## config.mk

```make
export PLATFORM = sky130hd
export DESIGN_NAME = regread_stage
export DESIGN_NICKNAME = d
export VERILOG_FILES = /design/src/rtl/regread_pkg.sv /design/src/rtl/regread_bypass_mux.sv /design/src/rtl/regread_stage.sv
export SDC_FILE = /design/constraint.sdc
export NUM_CORES = 1
export LEC_CHECK = 0
export CAP_MARGIN = 0
export CORE_AREA = 8 8 494 496
export DETAILED_ROUTE_END_ITERATION = 8
export DIE_AREA = 0 0 502 504
export HOLD_SLACK_MARGIN = 0.12
export PLACE_DENSITY = 0.33
export SETUP_SLACK_MARGIN = 0.5
export SLEW_MARGIN = 40
export SYNTH_ARGS = -nofsm -noshare
export SYNTH_HDL_FRONTEND = slang
export SYNTH_HIERARCHICAL = 1
export SYNTH_SLANG_ARGS = --single-unit
```

## constraint.sdc

```tcl
create_clock -name clock -period 3.3 [get_ports clock]
set_input_delay 0.495 -clock clock [delete_from_list [all_inputs] [get_ports clock]]
set_output_delay 0.495 -clock clock [all_outputs]
set_load 0.02 [all_outputs]
```

## src/rtl/regread_pkg.sv

```systemverilog
// Shared types and constants for the register-read stage.
//
// Contents:
//   ISSUE_W, WB_W, NPREGS, PREG_W, XLEN, UOP_W  geometry of the stage
//   preg_t / xlen_t / uop_t                     index, operand and payload types
//   ZERO_PREG                                   hard-wired zero register
//   wb_match_sel()                              one-hot pick of the winning writeback port
package regread_pkg;

  localparam int ISSUE_W = 3;
  localparam int WB_W    = 3;
  localparam int NPREGS  = 80;
  localparam int PREG_W  = $clog2(NPREGS);
  localparam int XLEN    = 64;
  localparam int UOP_W   = 32;

  typedef logic [PREG_W-1:0] preg_t;
  typedef logic [XLEN-1:0]   xlen_t;
  typedef logic [UOP_W-1:0]  uop_t;

  localparam preg_t ZERO_PREG = '0;

  // Returns a one-hot vector marking the highest-index valid writeback port
  // whose address equals preg, or all zeros if none match. Highest index wins
  // because the regfile commits same-address writes in that order.
  function automatic logic [WB_W-1:0] wb_match_sel(
    input preg_t                   preg,
    input logic [WB_W-1:0]         wb_valid,
    input logic [WB_W*PREG_W-1:0]  wb_addr
  );
    logic [WB_W-1:0] sel;
    sel = '0;
    for (int w = 0; w < WB_W; w++) begin
      if (wb_valid[w] && (wb_addr[w*PREG_W +: PREG_W] == preg)) begin
        sel    = '0;
        sel[w] = 1'b1;
      end
    end
    return sel;
  endfunction

endpackage

```

## src/rtl/regread_bypass_mux.sv

```systemverilog
// Operand select for a single source operand.
//
// Configuration macro: REGREAD_WB_BYPASS_EN
//   defined   : same-cycle writeback data overrides the regfile read data
//   undefined : operand is the regfile read data; wb_* inputs are ignored
// Preg 0 always reads as zero in both builds.
//
// Ports:
//   preg      in   source physical register
//   rf_rdata  in   regfile read data for this operand
//   wb_valid  in   writeback port valids
//   wb_addr   in   writeback port addresses
//   wb_data   in   writeback port data
//   operand   out  selected operand value
module regread_bypass_mux
  import regread_pkg::*;
(
  input  preg_t                   preg,
  input  xlen_t                   rf_rdata,
  input  logic [WB_W-1:0]         wb_valid,
  input  logic [WB_W*PREG_W-1:0]  wb_addr,
  input  logic [WB_W*XLEN-1:0]    wb_data,
  output xlen_t                   operand
);

`ifdef REGREAD_WB_BYPASS_EN
  logic [WB_W-1:0] sel;

  assign sel = wb_match_sel(preg, wb_valid, wb_addr);

  always_comb begin
    operand = rf_rdata;
    for (int w = 0; w < WB_W; w++) begin
      if (sel[w]) operand = wb_data[w*XLEN +: XLEN];
    end
    if (preg == ZERO_PREG) operand = '0;
  end
`else
  // Writeback ports stay on the interface so both builds share one netlist
  // boundary; without bypass issue delays wakeup by a cycle instead.
  logic unused_wb;

  assign unused_wb = ^{wb_valid, wb_addr, wb_data};
  assign operand   = (preg == ZERO_PREG) ? '0 : rf_rdata;
`endif

endmodule

```

## src/rtl/regread_stage.sv

```systemverilog
// Register-read pipeline stage between issue and execute.
// Sole read client of the physical integer regfile: drives 2*ISSUE_W async
// read ports, optionally bypasses same-cycle writeback data, and registers
// operands plus uop payload for execute. Single-entry pipe with no skid;
// a whole issue group moves together.
//
// Configuration macro: REGREAD_WB_BYPASS_EN (see regread_bypass_mux).
//
// Ports:
//   clock, reset      clock, synchronous active-high reset
//   flush             kill the held group and drop this cycle's input
//   in_valid/ready    per-lane valid, group ready
//   in_prs1/2, in_uop source pregs and payload per lane
//   rf_ren/raddr      regfile read enables / addresses (2i = rs1, 2i+1 = rs2)
//   rf_rdata          regfile read data (combinational)
//   wb_valid/addr/data writeback snoop, same cycle as regfile write enable
//   out_valid/ready   per-lane output valid, group ready from execute
//   out_uop/rs1/rs2   registered payload and operands
module regread_stage
  import regread_pkg::*;
(
  input  logic                          clock,
  input  logic                          reset,
  input  logic                          flush,
  input  logic [ISSUE_W-1:0]            in_valid,
  output logic                          in_ready,
  input  logic [ISSUE_W*PREG_W-1:0]     in_prs1,
  input  logic [ISSUE_W*PREG_W-1:0]     in_prs2,
  input  logic [ISSUE_W*UOP_W-1:0]      in_uop,
  output logic [2*ISSUE_W-1:0]          rf_ren,
  output logic [2*ISSUE_W*PREG_W-1:0]   rf_raddr,
  input  logic [2*ISSUE_W*XLEN-1:0]     rf_rdata,
  input  logic [WB_W-1:0]               wb_valid,
  input  logic [WB_W*PREG_W-1:0]        wb_addr,
  input  logic [WB_W*XLEN-1:0]          wb_data,
  output logic [ISSUE_W-1:0]            out_valid,
  input  logic                          out_ready,
  output logic [ISSUE_W*UOP_W-1:0]      out_uop,
  output logic [ISSUE_W*XLEN-1:0]       out_rs1,
  output logic [ISSUE_W*XLEN-1:0]       out_rs2
);

  logic                           accept;
  logic [ISSUE_W-1:0][XLEN-1:0]   opnd_rs1;
  logic [ISSUE_W-1:0][XLEN-1:0]   opnd_rs2;

  assign in_ready = ~|out_valid | out_ready;
  assign accept   = in_ready & |in_valid & ~flush;

  for (genvar i = 0; i < ISSUE_W; i++) begin : g_lane
    // Reads are only enabled when the data can actually be captured.
    assign rf_ren[2*i]   = in_valid[i] & in_ready & ~flush;
    assign rf_ren[2*i+1] = in_valid[i] & in_ready & ~flush;

    assign rf_raddr[(2*i)*PREG_W   +: PREG_W] = in_prs1[i*PREG_W +: PREG_W];
    assign rf_raddr[(2*i+1)*PREG_W +: PREG_W] = in_prs2[i*PREG_W +: PREG_W];

    regread_bypass_mux u_mux_rs1 (
      .preg     (in_prs1[i*PREG_W +: PREG_W]),
      .rf_rdata (rf_rdata[(2*i)*XLEN +: XLEN]),
      .wb_valid (wb_valid),
      .wb_addr  (wb_addr),
      .wb_data  (wb_data),
      .operand  (opnd_rs1[i])
    );

    regread_bypass_mux u_mux_rs2 (
      .preg     (in_prs2[i*PREG_W +: PREG_W]),
      .rf_rdata (rf_rdata[(2*i+1)*XLEN +: XLEN]),
      .wb_valid (wb_valid),
      .wb_addr  (wb_addr),
      .wb_data  (wb_data),
      .operand  (opnd_rs2[i])
    );
  end

  // Held data is never refreshed while stalled: rename keeps the source pregs
  // stable until the consumer leaves this stage.
  always_ff @(posedge clock) begin
    if (reset) begin
      out_valid <= '0;
      out_uop   <= '0;
      out_rs1   <= '0;
      out_rs2   <= '0;
    end else if (flush) begin
      out_valid <= '0;
    end else if (accept) begin
      out_valid <= in_valid;
      for (int i = 0; i < ISSUE_W; i++) begin
        if (in_valid[i]) begin
          out_uop[i*UOP_W +: UOP_W] <= in_uop[i*UOP_W +: UOP_W];
          out_rs1[i*XLEN +: XLEN]   <= opnd_rs1[i];
          out_rs2[i*XLEN +: XLEN]   <= opnd_rs2[i];
        end else begin
          out_uop[i*UOP_W +: UOP_W] <= '0;
          out_rs1[i*XLEN +: XLEN]   <= '0;
          out_rs2[i*XLEN +: XLEN]   <= '0;
        end
      end
    end else if (out_ready) begin
      out_valid <= '0;
    end
  end

`ifndef SYNTHESIS
  // Out-of-range pregs still go to the regfile unchanged; flag them here.
  always @(posedge clock) begin
    if (!reset && !flush) begin
      for (int i = 0; i < ISSUE_W; i++) begin
        if (in_valid[i]) begin
          assert (int'(in_prs1[i*PREG_W +: PREG_W]) < NPREGS)
            else $error("regread_stage: lane %0d prs1 out of range", i);
          assert (int'(in_prs2[i*PREG_W +: PREG_W]) < NPREGS)
            else $error("regread_stage: lane %0d prs2 out of range", i);
        end
      end
    end
  end
`endif

endmodule

```

==> notes.md, run 1 <==
impl run done, here's what came out: number of enable flip-flop cells 0, Async SR Flop Fraction 0%, largest area contributor in the synthesized netlist dfxtp_1, LEAKAGE 13.45 nW, clk_lat worst skew 0.70 ns, post-placement cell count 6656, CLK BUF 115, Metal-1 WL 60.18 mm, Largest type area fraction 42.61%, total gr overflow 0, Met2 Wirelength 71.35 mm, vias in the first global route 25270, top cell category buffers, CP required 2.80 ns, worst slew pin tran 0.8378 ns, Slew HR 43.65%, switching power 0.005405 W, layout cell share with drive strength beyond 1 6.197%, final hold vios 0, most common logic cell in the routed design clkdlybuf4s50_1, Peak VDD IR 0.3401 mV, Critical Path Source Type flop, met3 global-route usage 5.591%, met1 Use GR 12.80%, Starting DRT DRC Count 1232, final net count 4318, Flop area 0.009669 mm^2, Comb gates 1535, CTS clk-pin slew, worst paths 0.06 ns, layout inverter count without the clock tree 325, Log Warnings 256, clock share of power 46.6%, Clock Tree Buf Depth 3, non-clock buffer count 1153, Yosys chip area 0.02269 mm^2, clk sinks 483, hold_ws 0.3805 ns, Vias/cell 3.598, Yosys cell types 26, Core ar. 0.2363 mm^2, Fillers 26660, Layout clock area frac 6.411%, ys flops 483, Final Wtd Congestion 0.7910, CP Max Fanout 22, Detailed Routing Iterations Pass 1 5, Die Y 504 um, Post-Place Cell Area 0.03663 mm^2, synth cell count leaders dfxtp_1 (483), nand2_1 (483), a21boi_0 (330), inv_1 (324), o32ai_1 (320), Final Cycle Share 79.73%, GRT Total Usage 11.45%, pre-CTS WS 0.3940 ns, Max Slew Vio Count 0, DIE AREA 0.2530 mm^2, combinational share of cell area 25.58%, Combinational Power Share 18.6%, logic area 0.01007 mm^2, syn_area_per_cell 8.383 um^2, number of H-tree levels 3, RSZ-0062 raised after global routing yes, uppermost layer routed met5, detailed placement HPWL 111.4 mm, Setup WS post-layout 0.6690 ns, crit path cell chain nor3_4 -> buf_4 -> buf_12 -> o21ai_4 -> inv_1 -> dlygate4sd2_1, Yosys Instances 2707, Top Ports 1277, crit path kind reg2out, CTS buffer count 75, first-pass GRT wire length 210.0 mm, Fmax 0.3801 GHz, # diodes 25, Net Count, Synth 3452, Post-Layout Cell Count 6823, Root Driver clkbuf_16, antenna viol nets, final 0, top cells, area dfxtp_1 (43%), o32ai_1 (12%), a21boi_0 (11%), WL met3 17.46 mm, Worst Setup End Kind primary output, worst hold path class in2reg, initial antenna violation count 82, Post-Synthesis Cell Area 0.02269 mm^2, Mapped Cells 2707, FP Util 9.604%, P&R area growth vs syn 73.46%, P per Cell Area 456.0 mW/mm^2, Switching Share 30.11%, status complete, no violations, Total Power 0.01795 W, Int Pwr 0.01255 W, Final setup viols 0, YS warnings 6, CP max-delay cell dfxtp_1, Total Neg Setup Slack 0 ns, largest net degree at the start of global routing 147, CTS tree built, die width 502 um, routed via count 24550, Max stage delay on crit path 0.35 ns, DRT Wirelength 154.0 mm, FFs & Latches 483, Setup Skew 0.03905 ns, fin crit period 2.631 ns, TAP cells 3167, Main synth FF type dfxtp_1, Seq pwr share 34.9%, buffering overhead 30.10%, WP data arrival 2.14 ns, most frequent cells in the layout clkdlybuf4s50_1 (1051), nand2_1 (483), dfxtp_1 (483), a21boi_0 (330), inv_1 (324), maxcap violations 0, # DRC 0, Seq share, synth 42.61%, I/O Buffers 1060
-- run 1: power groups by stage --
stage / logic [W] / registers [W] / clock network, W
after CTS: 0.00340 / 0.00627 / 0.00882
after detailed placement: 0.00336 / 0.00638 / 0
after global routing: 0.00356 / 0.00629 / 0.00897
final: 0.00333 / 0.00626 / 0.00836
after global placement: 0.00337 / 0.00638 / 0
after floorplan: 0.00109 / 0.00668 / 0
-- run 1: final timing paths --
check                             from                        end  slack (ns)  cells after the start
min                         in_uop[25]   out_uop[25]$_SDFFE_PP0P_        0.38                      3
max reg2reg  out_valid[2]$_SDFFE_PP0P_  out_rs2[144]$_SDFFE_PP0P_        0.98                      5
min reg2reg   out_rs2[13]$_SDFFE_PP0P_   out_rs2[13]$_SDFFE_PP0P_        0.45                      2
max          out_valid[1]$_SDFFE_PP0P_                  rf_ren[4]        0.67                      6
-- run 1: kinds of logic (layout without fill, tap and decap cells) --
family | Yosys count | after routing | share of synthesized area, %
AND/OR/NAND/NOR | 504 | 504 | 9.042
buffers and inverters | 689 | 1613 | 13.39
other | 0 | 25 | 0
AND-OR/OR-AND | 1031 | 1031 | 34.96
flip-flops | 483 | 483 | 42.61
-- run 1: worst max-delay path, delay by kind of cell, from the launching register on --
kind                   cells  cell delay, ns
buffers and inverters      4            0.84
and+or+nand+nor            1            0.18
DFF                        1            0.35
AOI/OAI and AO/OA          1            0.09
-- run 1: what timing repair did --
action                                  CTS  global route
cloned                                    2             0
endpoints found under the hold margin     3             0
pin swaps                                 1             0
buffers inserted                          2             0
gates resized                             8             3
hold buffers                              1             0
endpoints found under the setup margin    7             3
-- run 1: sequential cells by signal (all words and copies together), names as in the netlist --
register / cells
out_valid: 3
out_rs1: 192
out_uop: 96
out_rs2: 192
run_1/final_congestion.png
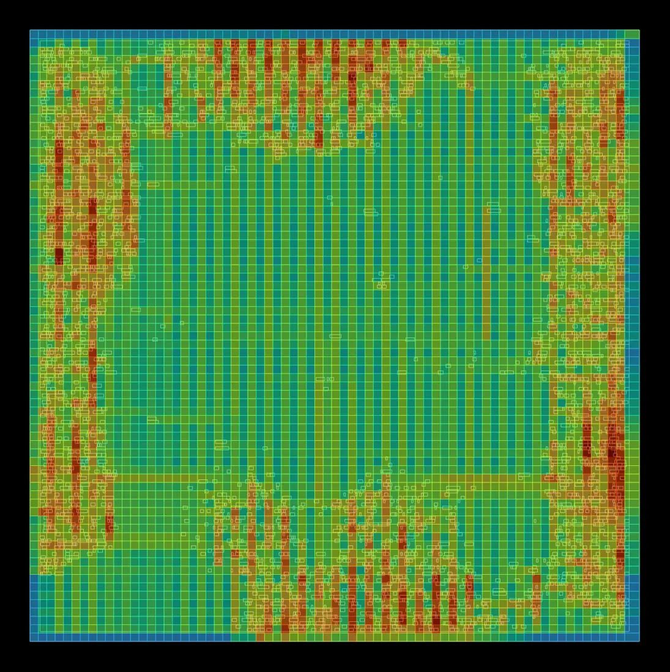
WL/cell: 22.57 um
met2 Track Usage GR: 18.97%
layer with the highest usage: met2

run_1/pins.png
(1 px per um) Pins as bars across the die edge, other pins in gray.
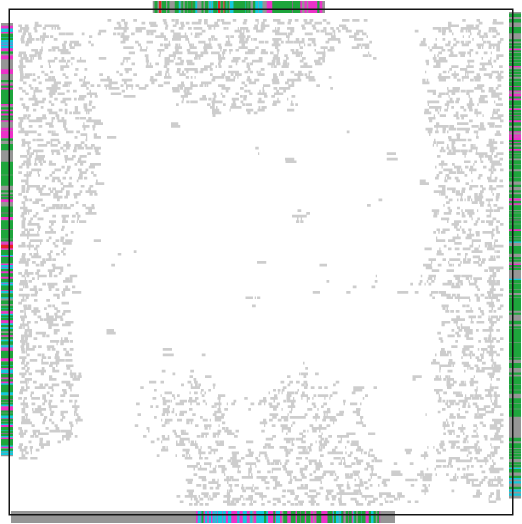
port	color	pins	direction	edge
rf_ren	red	6	output	4 top, 2 left
out_rs1	magenta	192	output	69 left, 69 bottom, 29 top, 25 right
in_uop	cyan	96	input	36 left, 34 bottom, 19 top, 7 right
rf_rdata	green	384	input	169 right, 125 left, 56 top, 34 bottom

run_1/registers.png
(1 px per um)
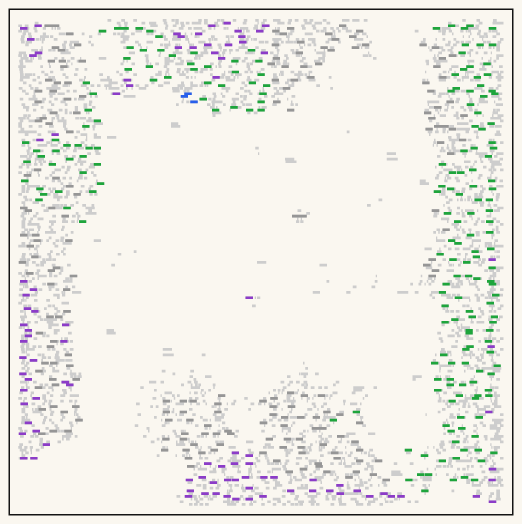
netlist name	color	sequential cells
out_uop	purple	96
out_valid	blue	3
out_rs2	green	192
not colored	192

run_1/cell_classes.png
(1 px per um)
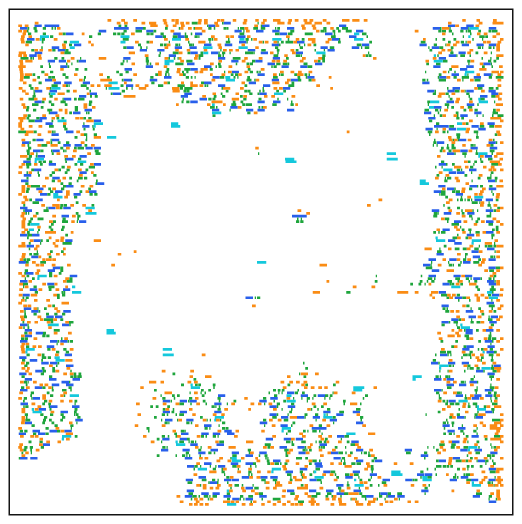
class	color	cells
clock drivers and dummy loads	cyan	135
flip-flops	blue	483
all other logic	green	1860
other buffers and delay cells	orange	1153
num rows: 179
Finished Cell Area: 0.03936 mm^2
Seq/total area: 24.56%
fin util: 16.66%

==> run 2, diff against run 1 <==
--- a/config.mk
+++ b/config.mk
@@ -6,9 +6,9 @@
 export NUM_CORES = 1
 export LEC_CHECK = 0
 export CAP_MARGIN = 0
-export CORE_AREA = 8 8 494 496
+export CORE_AREA = 8 8 486 488
 export DETAILED_ROUTE_END_ITERATION = 8
-export DIE_AREA = 0 0 502 504
+export DIE_AREA = 0 0 494 496
 export HOLD_SLACK_MARGIN = 0.12
 export PLACE_DENSITY = 0.33
 export SETUP_SLACK_MARGIN = 0.5
==> constraint.sdc (replaced) <==
create_clock -name clock -period 2.76 [get_ports clock]
set_input_delay 0.414 -clock clock [delete_from_list [all_inputs] [get_ports clock]]
set_output_delay 0.414 -clock clock [all_outputs]
set_load 0.02 [all_outputs]
run_2/registers.png
(1 px per um)
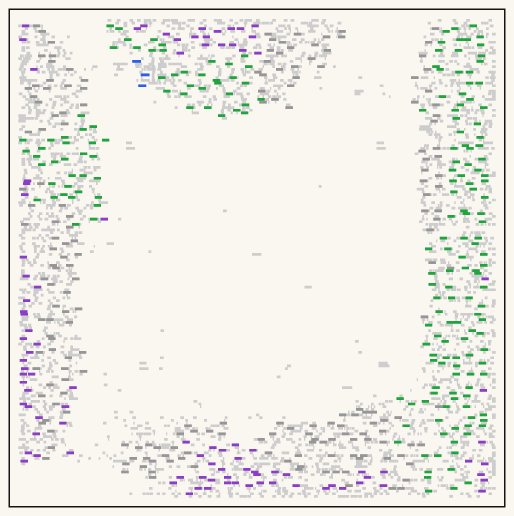
netlist name	color	sequential cells
out_rs2	green	192
out_valid	blue	3
out_uop	purple	96
not colored	192
Seq power: 0.00748 W
fin util: 17.30%
Flop area: 0.009678 mm^2
Seq/total area: 24.48%

==> run 2 against run 1 <==
  * Design area grew 0.45%
  * Non-clock buffer count rose by 60
  * Synthesized cell count did not move
  * Sequential cell count stayed put
  * Clock skew fell by 0.016 ns
  * Sequential share of layout area fell by 0.089 points
  * Die size decreased by 3.2%
  * First-iteration DRC count shrank 15%
  * Synthesized area is the same
  * Final cell count fell by 1.4%
  * Worst setup slack worse by 0.19 ns
  * Critical path type unchanged
==> notes.md, run 2 <==
impl run done, here's what came out: number of H-tree levels 3 (unchanged), Seq share, synth 42.61% (unchanged), Final Cycle Share 82.63%, Post-Layout Cell Count 6729 (-1.4%), layout cell share with drive strength beyond 1 8.284% (+2.1 points), MUX area fraction 0% (unchanged), status complete, no violations, Fmax 0.4385 GHz, final hold vios 0 (unchanged), Worst Setup End Kind primary output, largest area contributor in the synthesized netlist dfxtp_1, Met2 Wirelength 65.89 mm (-7.7%), Starting DRT DRC Count 1043 (-15%), P per Cell Area 539.1 mW/mm^2 (+18%), P&R area growth vs syn 74.25%, GRT Total Usage 11.27% (-0.18 points), CTS buffer count 73 (-2.7%), Async SR Flop Fraction 0% (unchanged), Max stage delay on crit path 0.35 ns (about the same), Core ar. 0.2286 mm^2 (-3.3%), Pwr top clock, RSZ-0062 raised after global routing yes, dominant kind of combinational cell AND-OR/OR-AND gates, met2 Track Usage GR 17.84% (-1.1 points), Mapped Cells 2707 (unchanged), top cells, area dfxtp_1 (43%), o32ai_1 (12%), a21boi_0 (11%), fin crit period 2.281 ns, Main synth FF type dfxtp_1, post-placement cell count 6562 (-1.4%), Slew HR 43.32% (-0.33 points), Clock group 0.00982 W (+17%), Max Slew Vio Count 0 (unchanged), fa+ha+maj area frac 0% (unchanged), Seq pwr share 35.1% (+0.2 points), uppermost layer routed met5, WL met3 17.18 mm (-1.6%), Yosys cell types 26 (unchanged), Largest type area fraction 42.61% (unchanged), Net Count, Synth 3452 (unchanged), largest net degree at the start of global routing 131 (-11%), detailed placement HPWL 107.9 mm (-3.1%), worst hold path class in2reg, Log Warnings 260 (+1.6%), synth cell count leaders dfxtp_1 (483), nand2_1 (483), a21boi_0 (330), inv_1 (324), o32ai_1 (320), met3 global-route usage 5.932% (+0.34 points), Total Neg Setup Slack 0 ns (unchanged), num rows 176 (-1.7%), Critical Path Source Type flop, FP Util 9.928% (+0.32 points), CP Max Fanout 2 (-91%), maxcap violations 0 (unchanged), switching power 0.006378 W (+18%), CTS tree built, syn_area_per_cell 8.383 um^2 (unchanged), total gr overflow 0 (unchanged), Final setup viols 0 (unchanged), DRT Wirelength 148.0 mm (-3.9%), CP max-delay cell dfxtp_4, Switching Share 29.92% (-0.19 points), clk_lat worst skew 0.69 ns (about the same), Root Driver clkbuf_16, crit path cell chain nor3_4 -> buf_6 -> nor2_4 -> nor2b_4 -> buf_6 -> buf_6, Top Ports 1277 (unchanged), antenna viol nets, final 0 (unchanged), layer with the highest usage met2, biggest regs out_rs1: 192 flops, out_rs2: 192 flops, out_uop: 96 flops, DIE AREA 0.2450 mm^2 (-3.2%), Peak VDD IR 0.3826 mV (+12%), CP required 2.35 ns (-0.45 ns), number of enable flip-flop cells 0 (unchanged), initial antenna violation count 66 (-20%), Comb group 0.00401 W (+20%), WP data arrival 1.87 ns (-0.27 ns), routed via count 24530 (-0.053%), worst path buffer plus inverter count 3 (-1), Vias/cell 3.646 (+1.3%), Yosys chip area 0.02269 mm^2 (unchanged), Int Pwr 0.01494 W (+19%), Top delay family on crit path simple AND/OR/NAND/NOR gates, first-pass GRT wire length 201.7 mm (-4.0%), Final Wtd Congestion 0.7730 (-2.3%), XOR Share, Synth 0% (unchanged), YS warnings 6 (unchanged), most common logic cell in the routed design clkdlybuf4s50_1, final net count 4376 (+1.3%), Post-Synthesis Cell Area 0.02269 mm^2 (unchanged), Clock Tree Buf Depth 3 (unchanged), simple share 9.042% (unchanged)
run_2/pins.png
(1 px per um) Pins as bars across the die edge, other pins in gray.
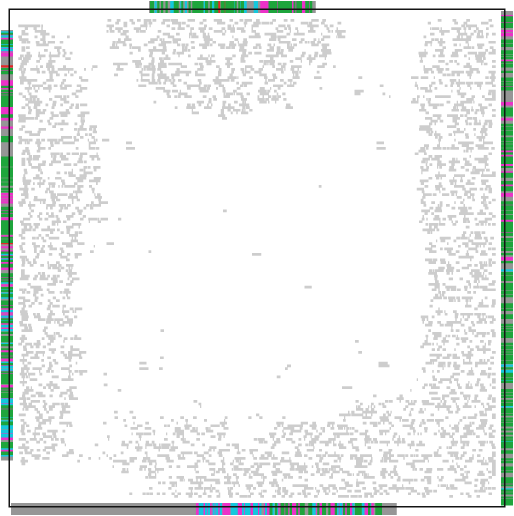
port	color	pins	direction	edge
rf_rdata	green	384	input	171 right, 122 left, 59 top, 32 bottom
rf_ren	red	6	output	4 top, 2 left
out_rs1	magenta	192	output	71 bottom, 69 left, 27 right, 25 top
in_uop	cyan	96	input	35 left, 35 bottom, 18 top, 8 right
I/O Buffers: 1060
die width: 494 um
Die Y: 496 um

==> run 2: cell types whose count changed in the layout (fill, tap and decap cells not counted), moves of 4 or more <==
cell,previous run,this run
clkdlybuf4s50_1,1051,976
diode_2,25,21
clkbuf_1,23,8
buf_6,0,12
dlygate4sd2_1,4,73
clkbuf_8,17,21
buf_4,53,105
==> run 2: layout make-up <==
type | instances | area (um^2)
Fill cell | 25770 | 189000
Timing Repair Buffer | 1213 | 12250
Multi-Input combinational cell | 1535 | 10080
Sequential cell | 483 | 9678
Tap cell | 3026 | 3786
Clock buffer | 102 | 2146
Inverter | 325 | 1227
Clock inverter | 24 | 322.8
Antenna cell | 21 | 52.55
==> run 2: final timing paths <==
kind,slack [ns],cells after the start,endpoint,startpoint
setup / recovery,0.48,6,rf_ren[1],out_valid[0]$_SDFFE_PP0P_
hold / removal,0.26,3,out_rs2[11]$_SDFFE_PP0P_,out_ready
setup reg to reg,0.61,7,out_rs2[181]$_SDFFE_PP0P_,out_valid[0]$_SDFFE_PP0P_
hold reg to reg,0.46,2,out_rs2[20]$_SDFFE_PP0P_,out_rs2[20]$_SDFFE_PP0P_
==> run 2: per-stage QoR <==
step	instance area (um^2)	util (%)	setup slack, ns	total power, W	hold slack, ns
final	39540	17.30	0.4794	0.02132	0.2573
after global routing	39500	17.28	0.3530	0.02234	0.1911
after detailed placement	36880	16.14	0.2180	0.01169	0.4502
after global placement	36880	16.14	0.2067	0.01170	0.4431
after CTS	39330	17.21	0.3433	0.02188	0.1433
after floorplan	22700	-	0.5475	0.009297	0.5334
==> run 2: timing repair <==
item                                    4_1_cts  5_1_grt
endpoints found under the setup margin       80      194
cloned                                        0        3
hold buffers                                  1        0
setup buffers                                 5       11
gates resized                               116       12
hold endpoints to repair                     15        0
pin swaps                                     3        4
Power figures rest on the tool's default switching activity, not on a simulated workload.
